$ cat config.mk
export PLATFORM = sky130hd
export DESIGN_NAME = branch_resolve_unit
export DESIGN_NICKNAME = d
export VERILOG_FILES = /design/src/rtl/branch_resolve_unit.sv
export SDC_FILE = /design/constraint.sdc
export NUM_CORES = 1
export LEC_CHECK = 0
export CAP_MARGIN = 0
export CORE_MARGIN = 4
export CORE_UTILIZATION = 50
export CTS_BUF_LIST = sky130_fd_sc_hd__clkbuf_8
export DETAILED_ROUTE_END_ITERATION = 8
export PLACE_DENSITY = 0.93
export SLEW_MARGIN = 10
export SYNTH_ARGS = -nofsm -noshare
export SYNTH_HDL_FRONTEND = slang
export SYNTH_SLANG_ARGS = --single-unit
$ cat constraint.sdc
create_clock -name clk -period 6.79 [get_ports clk]
set_clock_uncertainty 0.15 [all_clocks]
set_input_delay 0.679 -clock clk [delete_from_list [all_inputs] [get_ports clk]]
set_output_delay 0.679 -clock clk [all_outputs]
set_load 0.03 [all_outputs]
$ cat src/rtl/branch_resolve_unit.sv
// Execute-stage branch/jump resolution: decodes control flow, checks the fetch
// prediction, issues redirect and BTB update pulses, and squashes wrong-path cycles.
module branch_resolve_unit #(
    parameter int XLEN        = 32,
    parameter int CNT_W       = 16,
    parameter int FLUSH_DEPTH = 2
) (
    input  logic             clk,
    input  logic             rst,
    input  logic             valid_in,
    input  logic             stall,
    input  logic [XLEN-1:0]  pc,
    input  logic [XLEN-1:0]  immediate,
    input  logic [XLEN-1:0]  op1,
    input  logic [6:0]       opcode,
    input  logic [2:0]       func3,
    input  logic             carry_flag,
    input  logic             zero_flag,
    input  logic             negative_flag,
    input  logic             overflow_flag,
    input  logic             predicted_taken,
    input  logic [XLEN-1:0]  predicted_target,
    output logic             redirect_valid,
    output logic [XLEN-1:0]  redirect_pc,
    output logic             btb_upd_valid,
    output logic [XLEN-1:0]  btb_upd_pc,
    output logic [XLEN-1:0]  btb_upd_target,
    output logic             btb_upd_taken,
    output logic             flush_busy,
    output logic [CNT_W-1:0] branch_count,
    output logic [CNT_W-1:0] mispredict_count
);

    localparam logic [6:0] OP_JAL  = 7'b1101111;
    localparam logic [6:0] OP_JALR = 7'b1100111;
    localparam logic [6:0] OP_BR   = 7'b1100011;
    // Counter needs at least one bit even when flushing is disabled.
    localparam int FC_W = (FLUSH_DEPTH > 0) ? $clog2(FLUSH_DEPTH + 1) : 1;

    typedef enum logic {S_IDLE, S_FLUSH} state_t;

    state_t          r_state, w_state_nxt;
    logic [FC_W-1:0] r_fcnt, w_fcnt_nxt;

    logic             r_redirect_valid, r_btb_upd_valid, r_btb_upd_taken;
    logic [XLEN-1:0]  r_redirect_pc, r_btb_upd_pc, r_btb_upd_target;
    logic [CNT_W-1:0] r_branch_count, r_mispredict_count;

    logic            w_is_jal, w_is_jalr, w_is_br, w_is_cf;
    logic            w_br_taken, w_jump_en, w_mispred, w_accept;
    logic [XLEN-1:0] w_sum, w_target, w_corr;

    assign w_is_jal  = (opcode == OP_JAL);
    assign w_is_jalr = (opcode == OP_JALR);
    assign w_is_br   = (opcode == OP_BR);
    assign w_is_cf   = w_is_jal | w_is_jalr | w_is_br;

    // Flags come from rs1 - rs2; carry means unsigned borrow.
    always_comb begin
        w_br_taken = 1'b0;
        case (func3)
            3'b000:  w_br_taken = zero_flag;
            3'b001:  w_br_taken = ~zero_flag;
            3'b100:  w_br_taken = negative_flag ^ overflow_flag;
            3'b101:  w_br_taken = ~(negative_flag ^ overflow_flag);
            3'b110:  w_br_taken = carry_flag;
            3'b111:  w_br_taken = ~carry_flag;
            default: w_br_taken = 1'b0;
        endcase
    end

    assign w_jump_en = w_is_jal | w_is_jalr | (w_is_br & w_br_taken);
    assign w_sum     = (w_is_jalr ? op1 : pc) + immediate;
    assign w_target  = w_is_jalr ? {w_sum[XLEN-1:1], 1'b0} : w_sum;
    assign w_mispred = w_is_cf &
                       ((w_jump_en != predicted_taken) |
                        (w_jump_en & predicted_taken & (predicted_target != w_target)));
    assign w_corr    = w_jump_en ? w_target : pc + XLEN'(4);
    assign w_accept  = valid_in & ~stall & (r_state == S_IDLE);

    always_ff @(posedge clk) begin
        if (rst) begin
            r_state <= S_IDLE;
            r_fcnt  <= '0;
        end else begin
            r_state <= w_state_nxt;
            r_fcnt  <= w_fcnt_nxt;
        end
    end

    always_comb begin
        w_state_nxt = r_state;
        w_fcnt_nxt  = r_fcnt;
        case (r_state)
            S_IDLE: begin
                if (FLUSH_DEPTH > 0 && w_accept && w_mispred) begin
                    w_state_nxt = S_FLUSH;
                    w_fcnt_nxt  = FC_W'(FLUSH_DEPTH);
                end
            end
            S_FLUSH: begin
                if (!stall) begin
                    w_fcnt_nxt = r_fcnt - FC_W'(1);
                    if (r_fcnt == FC_W'(1)) w_state_nxt = S_IDLE;
                end
            end
            default: w_state_nxt = S_IDLE;
        endcase
    end

    always_ff @(posedge clk) begin
        if (rst) begin
            r_redirect_valid   <= 1'b0;
            r_redirect_pc      <= '0;
            r_btb_upd_valid    <= 1'b0;
            r_btb_upd_pc       <= '0;
            r_btb_upd_target   <= '0;
            r_btb_upd_taken    <= 1'b0;
            r_branch_count     <= '0;
            r_mispredict_count <= '0;
        end else begin
            r_redirect_valid <= w_accept & w_mispred;
            r_btb_upd_valid  <= w_accept & w_is_cf;
            if (w_accept & w_mispred) begin
                r_redirect_pc <= w_corr;
                if (r_mispredict_count != '1)
                    r_mispredict_count <= r_mispredict_count + CNT_W'(1);
            end
            if (w_accept & w_is_cf) begin
                r_btb_upd_pc     <= pc;
                r_btb_upd_target <= w_target;
                r_btb_upd_taken  <= w_jump_en;
                if (r_branch_count != '1)
                    r_branch_count <= r_branch_count + CNT_W'(1);
            end
        end
    end

    assign redirect_valid   = r_redirect_valid;
    assign redirect_pc      = r_redirect_pc;
    assign btb_upd_valid    = r_btb_upd_valid;
    assign btb_upd_pc       = r_btb_upd_pc;
    assign btb_upd_target   = r_btb_upd_target;
    assign btb_upd_taken    = r_btb_upd_taken;
    assign flush_busy       = (r_state == S_FLUSH);
    assign branch_count     = r_branch_count;
    assign mispredict_count = r_mispredict_count;

endmodule

placement_by_type.png
The bar under the picture is 50 microns long. Fill, decap, tap and diode cells in gray.
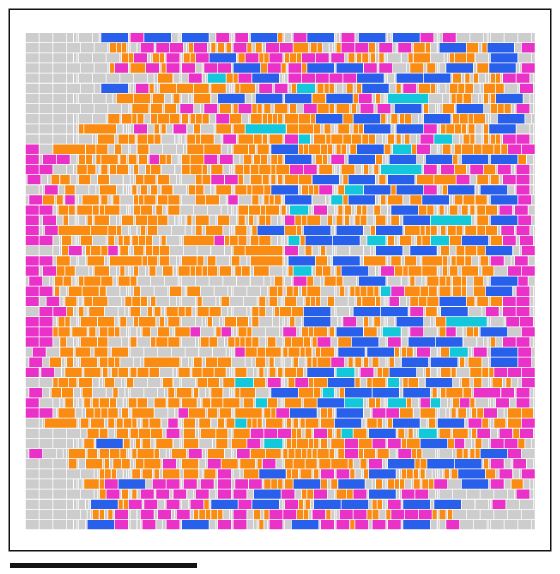
Magenta shows other buffers and delay cells, cells 295, share of their area 23%. Cyan shows clock drivers and dummy loads, cells 32, share of their area 3.8%. Blue shows flops, cells 134, share of their area 22%. Orange shows combinational and other logic, cells 981, share of their area 51%.
total core area: 18,200 sq um
final core utilization: 0.701
sequential portion of the cell area: 0.210
final cell area excluding filler cells: 12,800 sq um
Cell Rows: 49

congestion.png
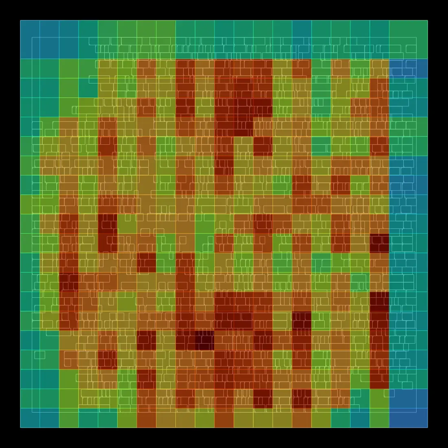
met3 Use GR: 0.0664
DR WL/cell: 20.4 microns
M2 GR Usage: 0.488
global routing usage on met1: 0.422

==> run notes <==
The layout was made with Yosys and OpenROAD.

The netlist uses 87 different library cells. The area taken by sequential standard cells is reported as 2680 sq um. Entering global routing, the biggest net connects 89 pins. The overall track demand over capacity in global routing is 0.312. The worst setup path is launched from a primary input.

Clock tree synthesis selected as its root buffer the cell clkbuf_8. The static leakage is 4.48 nW. According to the I/O placement log, the pin count is 279. Summing all placed instances gives a cell area of 12,300 sq um. At the pin with the least slew margin, the transition time is 948 ps.

The ratio of cells with drive above 1 in the final layout is 0.0922. The number of diodes added for antenna fixing is 0. The half-perimeter wire length after placement is 26.8 mm. For this run, design rule violations remaining after detail routing come to 0. After synthesis, the share of flip-flops with an asynchronous set or reset is 0. The most numerous cell in the Yosys netlist is nand2_1. Looking at the clock tree report, the H-tree level count equals 4. OpenROAD emitted warnings numbering 29. The worst setup path category is primary input to register.

The mapped netlist covers 9350 sq um. From synthesis to final layout, the design area changed by 36.4%. The total clock buffers created by CTS is 17. The iteration-0 DRC count of the detailed router is 1,021. A synthesized cell averages 7.90 sq um.

The number of hold buffers added after cts is 0. The count of input and output buffers is 278. The peak supply drop is 0.105 mV. Per the layout area report, the combinational gate area comes to 6340 sq um.

The commonest register cell is dfxtp_1. During synthesis, Yosys emitted a total of 0 warnings. The x dimension of the die is 145 microns. The script computed a power per unit cell area of 170 nW/um^2. The number of nets in the layout is 1,616. The clock latency on the worst-skew pair is 450 ps. The die covers 21,000 sq um. Across the run, the number of max-cap violations was 0. TritonCTS built the clock tree. The worst hold path class is register to register. The cell taking the most area after synthesis is dfxtp_1. The flow ran to the end, and the final reports show no timing, DRC or antenna violations.

Post-CTS timing repair inserted 0 buffers for setup. The worst setup path is captured at a register. The synthesized instance count is 1,184. No sink is reached through more buffers than the 2 on the longest clock path.

The flop and latch count out of synthesis is 134. The number of antenna violations at the first check in global routing was 0. Counting flops with a built-in enable in the synthesized netlist gives 0. After synthesis, the cell types taking the most area are dfxtp_1, nand2_1, a21oi_1, ha_1, nor2_1. The detailed-route via count is 10,109. The cell resize tally after clock tree synthesis is 0. The leftover overflow at the end of global routing is 0. Ranked by instance count, the synthesized netlist is headed by nand2_1, dfxtp_1, nor2_1, a21oi_1. In the final report, the number of endpoints failing setup comes to 0. For the final routed database, the setup TNS stands at 0 ps.

Clock tree synthesis found a total of 134 sinks. The filler cells instantiated in the layout total 1,454. The portion of the post-synthesis area used by sequential elements is 0.287. The routability congestion estimate is 0.990. Setup repair after global routing left no endpoint under its margin.

In this run the vertical extent of the chip is 145 microns. Post-route period utilization is reported as 0.886. The number of global-route vias before repair is 9,414. At the floorplan stage, the core utilization is reported as 0.514.

The count of endpoints failing hold in the final timing report is 0. The area share of the largest cell type after synthesis is 0.287. The clock period minus worst slack is 6010 ps.

The first detailed-routing pass took 5 iterations. The number of nets in the synthesized netlist is 1,371. Derived from the worst setup path, the maximum achievable clock frequency is 0.166 GHz.

The number of pins exceeding their max-slew limit in the final report is 0. The count of instantiated cells in the yosys netlist is 1,184. Across all checked pins, the minimum headroom to the slew limit is 0.361. Data on the critical path arrives at its endpoint at 6190 ps. The register clock-pin slew on the reported worst setup and hold paths is 80 ps. The first global-routing pass estimated 51.0 mm of wire. Summed over all layers, the routed wires come to 34.1 mm.

The count of antenna-violating nets left after detailed routing is 0. The required time at the worst endpoint is listed as 6960 ps. Along the worst path, the maximum fanout reaches 33. For this run, the detailed router reports a per-instance via density of 6.05. According to the Yosys statistics, the synthesized design has a chip area of 9350 sq um.
-- sequential cells by signal, summed over array words and instances (netlist names) --
name and cells:
btb_upd_pc 32, btb_upd_target 32, redirect_pc 32, branch_count 16, mispredict_count 16, r_fcnt 2
btb_upd_taken 1, btb_upd_valid 1, flush_busy 1, redirect_valid 1
-- metrics by stage --
stage	hold WS [ps]	util	total power, mW	setup slack (ps)	cells
2_1_floorplan	321	-	1.14	1450	1184
4_1_cts	308	0.701	2.17	840	1671
3_3_place_gp	291	0.675	1.37	613	1639
3_5_place_dp	296	0.675	1.38	394	1639
6_report	305	0.701	2.17	777	1671
5_1_grt	325	0.701	2.25	420	1671
-- layer usage --
| metal | global-route usage | part of all wire |
|---|---|---|
| met5 | 0 | 0 |
| met4 | 0.126 | 0.043 |
| met3 | 0.0664 | 0.091 |
| met2 | 0.488 | 0.45 |
| met1 | 0.422 | 0.42 |
-- report_power, final --
group | internal [mW] | leakage (nW) | switching, mW | total [mW]
combinational | 0.257 | 3.17 | 0.332 | 0.590
sequential | 0.787 | 1.08 | 0.00125 | 0.788
clock | 0.445 | 0.229 | 0.351 | 0.796
total | 1.49 | 4.48 | 0.684 | 2.17
-- layout make-up --
cell class                 count  area share
inverter                      15     0.00441
sequential                   134       0.210
multi-input combinational    966       0.497
clock buffer                  17      0.0183
tap                          229      0.0225
clock inverter                15      0.0184
timing repair buffer         295       0.229
-- worst max-delay path, cell delays in order --
cell	delay (ps)
clkdlybuf4s50_1	460
and4b_1	230
nand4_1	150
buf_12	250
mux2_2	380
ha_1	210
inv_1	70
fa_1	460
xnor2_1	160
a211oi_1	240
o221ai_1	160
a2111oi_1	350
nand4_1	120
a2111oi_0	720
nand4_1	170
nor4_1	430
a41oi_4	290
buf_4	340
mux2i_1	240
nor2_1	70
-- kinds of logic (layout without fill, tap and decap cells) --
kind of cell / Yosys count / count (layout) / synth area share
compound gates: 281 / 281 / 0.197
buf+inv: 84 / 342 / 0.0384
simple gates: 478 / 478 / 0.241
xor+xnor: 97 / 97 / 0.103
fa+ha+maj: 40 / 40 / 0.0543
mux: 70 / 70 / 0.0799
flops: 134 / 134 / 0.287
-- path summary, 6_finish.rpt --
path,startpoint,to,slack (ps),cells after the start
max reg2reg,flush_busy,redirect_pc[1],3060,9
max,opcode[4],redirect_pc[1],780,20
min,btb_upd_pc[8],btb_upd_pc[8],310,2
min reg2reg,btb_upd_pc[8],btb_upd_pc[8],310,2
-- cell usage in the layout (no fill, tap or decap), drive strengths merged, types with 4 or more instances in the layout --
master         synthesis  final
nand3                 35     35
nor2b                 11     11
o21ai                 60     60
or2                    7      7
inv                   15     21
a311oi                 6      6
nand4                 21     21
a211oi                19     19
nor2                 124    124
and2                  13     13
bufinv                 0      5
a21oi                123    123
and3                  21     21
nor4b                  4      4
nor4                   6      6
or4                    4      4
or3                   13     13
a21o                  12     12
buf                   19     18
ha                    39     39
o21a                   5      5
nand2                177    177
nor3                  21     21
xor2                  41     41
clkbuf                50     17
and4                   9      9
xnor2                 49     49
mux2                  37     37
o2111ai                5      5
dfxtp                134    134
xor3                   6      6
clkdlybuf4s50          0    277
a221oi                 4      4
mux2i                 33     33
a31oi                  5      5
a22oi                  4      4
o211ai                 9      9
Power is estimated from default activity; no workload was simulated.
